Design morse_link, sky130hd; sources not shown.
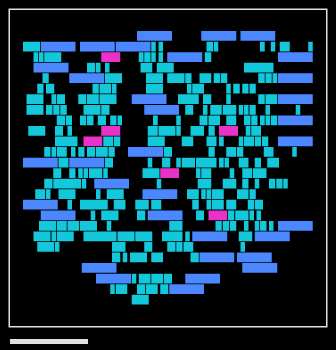
**Above:** run 1 (cells colored by class).
Scale bar: 20 um.
- cyan: all other logic (cells 234)
- magenta: clock drivers and dummy loads (cells 6)
- blue: flops (cells 34)
Seq area share: 0.323
CORE AREA: 0.00530 sq mm

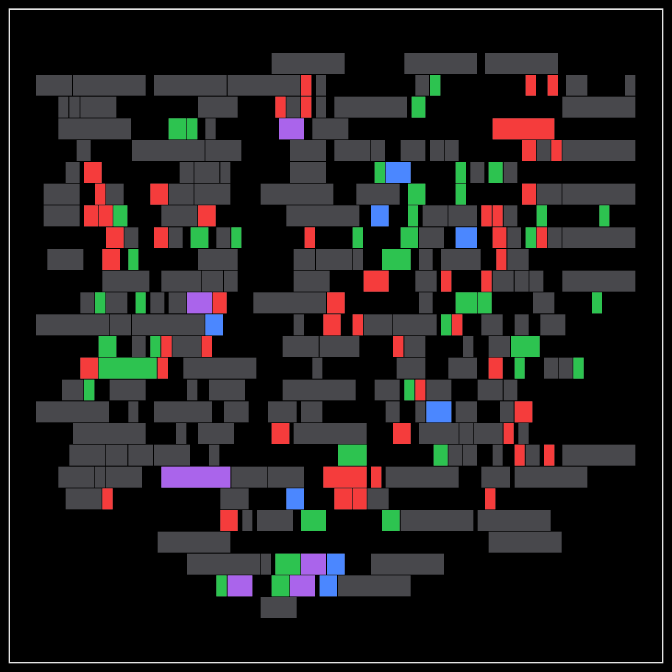
**Above:** run 1 (selected gate families).
- green: NAND gates (cells 41; most used nand2_1)
- blue: AND and OR gates (cells 8; most used and3_1)
- purple: XOR/XNOR gates (cells 6; most used xnor2_1)
- red: NOR gates (cells 52; most used nor2_1)
most used logic cell in the final layout: dfrtp_1
Cell Count, Final, Fillers Out: 344
logic share of the area: 0.584

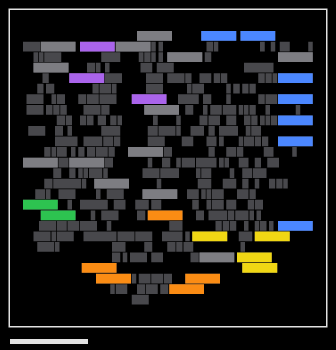
**Above:** run 1 (where the registers sit).
Scale bar: 20 um. Other sequential cells in the stronger gray, the rest of the logic in the fainter gray.
- yellow: `u_rx.shreg` (placed flops 4; where south-east)
- purple: `timer` (placed flops 3)
- orange: `u_rx.run` (placed flops 5; where south)
- green: `char_idx` (placed flops 2)
- blue: `u_rx.o_char` (placed flops 7)
FF/Latch Area: 851 sq um
Finished Core Util: 0.497
power in sequential cells: 0.362 mW

==> run_results.csv, run 1 <==
group,metric,value,unit
setup_path,crit_type,"reg2reg",
grt,gr-usage-all-layers,0.179,
floorplan,die_h,81.5,um
final_timing,clock_skew,6.29,ps
yosys,synth_top_area_share,0.332,
final_timing,setup_tns,0,ps
yosys,yosys.area.top_type,"dfrtp_1",
placement,io_buffers,0,
detailed_routing,wl_per_cell,15.1,um
status,status,"complete, no violations",
final_timing,min_period,2400,ps
layout,largest_register_ffs,7,
cts,clock_latency,290,ps
detailed_routing,vias,1942,
yosys,synth_flop_count,34,
setup_path,worstSetupStartpointType,"register",
detailed_routing,drtIter0Drc,60,
cts,root_buffer,"clkbuf_8",
floorplan,ios,14,
final_timing,hold_violations,0,
detailed_routing,ant_nets,0,
power,finalPower,0.634,mW
setup_path,end_kind,"register",
cts,cts_buffers,5,
power,p_per_area,240,mW/mm^2
yosys,syn-cell-area,0.00256,sq mm
floorplan,rows,26,
grt,antenna_found_initial,0,
yosys,ys.flop_type,"dfrtp_1",
layout,area_growth,2.83,%
floorplan,die_w,81.5,um
yosys,ys_area,0.00256,sq mm
## run 1: area by class of cell
| type | count | area [sq um] | share of cell area |
|---|---|---|---|
| clock buffers | 6 | 82.6 | 0.0313 |
| inverters | 20 | 75.1 | 0.0285 |
| multi-input cells | 214 | 1540 | 0.584 |
| flip-flops and latches | 34 | 851 | 0.323 |
| well taps | 70 | 87.6 | 0.0332 |
## run 1: stage by stage
stage	cells	area, sq um
2_1_floorplan	284	2560
3_3_place_gp	338	2550
3_5_place_dp	338	2550
4_1_cts	344	2640
5_1_grt	344	2640
6_report	344	2640
## run 1: cell families after synthesis
kind of cell | Yosys count | share of synthesized area
adders and majority gates | 27 | 0.135
buffers and inverters | 36 | 0.0673
xor gates and xnor gates | 6 | 0.0263
other | 1 | 0.00146
muxes | 7 | 0.0293
DFF | 34 | 0.332
AOI/OAI and AO/OA | 72 | 0.193
and+or+nand+nor | 101 | 0.217
## run 1: Yosys cell counts, types with 7 or more instances
| cell type | count |
|---|---|
| a21oi_1 | 19 |
| buf_2 | 9 |
| dfrtp_1 | 34 |
| ha_1 | 26 |
| inv_1 | 18 |
| nand2_1 | 22 |
| nand2b_1 | 7 |
| nor2_1 | 27 |
| nor2b_1 | 9 |
| nor3_1 | 9 |
| o21ai_0 | 10 |
## run 1: worst max-delay path, cell delays in order, from the launching register on
cell	delay, ps
dfrtp_1	370
inv_1	110
ha_1	170
nor2b_1	580
nand3b_4	160
a21oi_4	310
o22ai_2	180
a2111oi_0	310
a21oi_1	80
## run 1: layer usage
metal  vias up  GRT usage  share of wire
met4         0     0.0828          0.026
met2        42      0.295           0.49
met5         -          0              0
met3        14     0.0439          0.041
met1       906      0.220           0.45
li1        980          -              -
## run 1: power breakdown
part,leakage [nW],internal [mW],switching (mW)
Clock,0.0431,0.140,0.132
Sequential,0.415,0.362,0
Combinational,0.721,0,0.000871
Total,1.18,0.502,0.132
## Run 2: what changed since run 1
==> constraint.sdc (replaced) <==
create_clock -name i_clk -period 2.4 [get_ports i_clk]
set_input_delay 0.48 -clock i_clk [delete_from_list [all_inputs] [get_ports i_clk]]
set_output_delay 0.48 -clock i_clk [all_outputs]
set_load 0.02 [all_outputs]
==> run 2 against run 1 <==
Effect of this change: maximum frequency up 8.8%; sequential power rose by 58%; cell area rose by 4.0%; non-clock buffer count up 9; via count grew 3.0%; cell count rose by 3.2%; register-to-register slack worse by 1200 ps; synthesized cell count stayed put; worst hold slack lost 160 ps; core utilization increased by 2.0 points; critical endpoint is now state[1]; largest cell class unchanged; largest power group unchanged; highest routed layer unchanged.
==> run_results.csv, run 2 <==
group,metric,value,unit
power,p_sw,0.247,mW
final_timing,clock_skew,12.3,ps
floorplan,core_area,0.00530,sq mm
power,clock_power_share,0.479,
setup_path,end_kind,"register",
yosys,syn-cell-area,0.00256,sq mm
floorplan,rows,26,
yosys,synth_top_area_share,0.332,
status,status,"complete, no violations",
yosys,ys_area,0.00256,sq mm
placement,io_buffers,0,
detailed_routing,drtIter0Drc,114,
power,p_comb_frac,0.014,
yosys,ys.flop_type,"dfrtp_1",
placement,postPlaceCellArea,0.00261,sq mm
final_timing,setup_tns,0,ps
setup_path,worstSetupStartpointType,"register",
detailed_routing,ant_nets,0,
power,p_sw_frac,0.219,
power,p_per_area,411,mW/mm^2
layout,area_growth,6.98,%
power,p_int,0.882,mW
cts,root_buffer,"clkbuf_8",
-- run 2: cell counts after synthesis --
Identical to the previous run, type by type.
-- run 2: critical path, stage by stage (launching register included) --
cell     delay [ps]
dfrtp_1         420
ha_1            230
inv_1           110
fa_1            430
o31a_1          320
buf_4           160
nor2b_1         100
nor4_1           60
nor3_1          190
a21oi_1          60
-- run 2: what timing repair did --
action                                  in CTS  in global routing
buffers inserted                             0                  1
hold buffers                                 1                  0
endpoints found under the setup margin       0                  1
endpoints found under the hold margin       34                  0
-- run 2: logic make-up (layout without fill, tap and decap cells) --
group,after synthesis,in the layout,share of synthesized area
AOI/OAI and AO/OA,72,72,0.193
xor gates and xnor gates,6,6,0.0263
adders and majority gates,27,27,0.135
buffers and inverters,36,37,0.0673
DFF,34,34,0.332
muxes,7,7,0.0293
other,1,1,0.00146
and+or+nand+nor,101,101,0.217
-- run 2: metrics by stage --
step | cells | hold WS [ps] | util | power (mW)
floorplan | 284 | 184 | - | 0.586
global placement | 345 | 186 | 0.492 | 0.585
detailed placement | 345 | 186 | 0.492 | 0.585
CTS | 354 | 11.4 | 0.516 | 1.14
global route | 355 | 14.1 | 0.517 | 1.17
finish | 355 | 2.05 | 0.517 | 1.13
-- run 2: final cells by class --
| type | instances | area share |
|---|---|---|
| clock buffers | 5 | 0.0251 |
| clock inverters | 3 | 0.0146 |
| inverters | 20 | 0.0274 |
| multi-input cells | 214 | 0.562 |
| flip-flops and latches | 34 | 0.310 |
| well taps | 70 | 0.0319 |
| repair buffers | 9 | 0.0292 |
-- run 2: routing by layer --
metal / track usage / part of all wire / up-vias
li1: - / - / 998
met1: 0.231 / 0.47 / 958
met2: 0.298 / 0.48 / 37
met3: 0.0395 / 0.037 / 7
met4: 0.0726 / 0.011 / 0
met5: 0 / 0 / -
-- run 2: power by group through the flow --
stage          logic, mW  clock network, mW  registers, mW
2_1_floorplan    0.00261                  0          0.584
3_3_place_gp     0.00135                  0          0.584
3_5_place_dp     0.00135                  0          0.584
4_1_cts           0.0171              0.554          0.572
5_1_grt           0.0187              0.581          0.572
6_report          0.0156              0.540          0.572
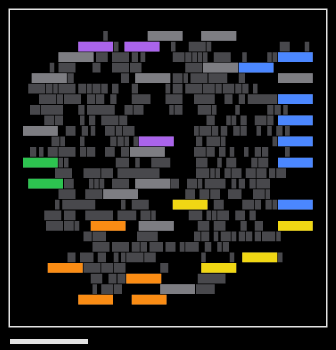
**Above:** run 2 (where the registers sit).
Scale bar: 20 um. Other sequential cells in the stronger gray, the rest of the logic in the fainter gray.
- green: `char_idx` (placed flops 2)
- yellow: `u_rx.shreg` (placed flops 4)
- orange: `u_rx.run` (placed flops 5)
- blue: `u_rx.o_char` (placed flops 7)
- purple: `timer` (placed flops 3)
- not colored: 13
Seq area share: 0.310
Finished Core Util: 0.517
power in sequential cells: 0.572 mW

Power is estimated from default activity; no workload was simulated.
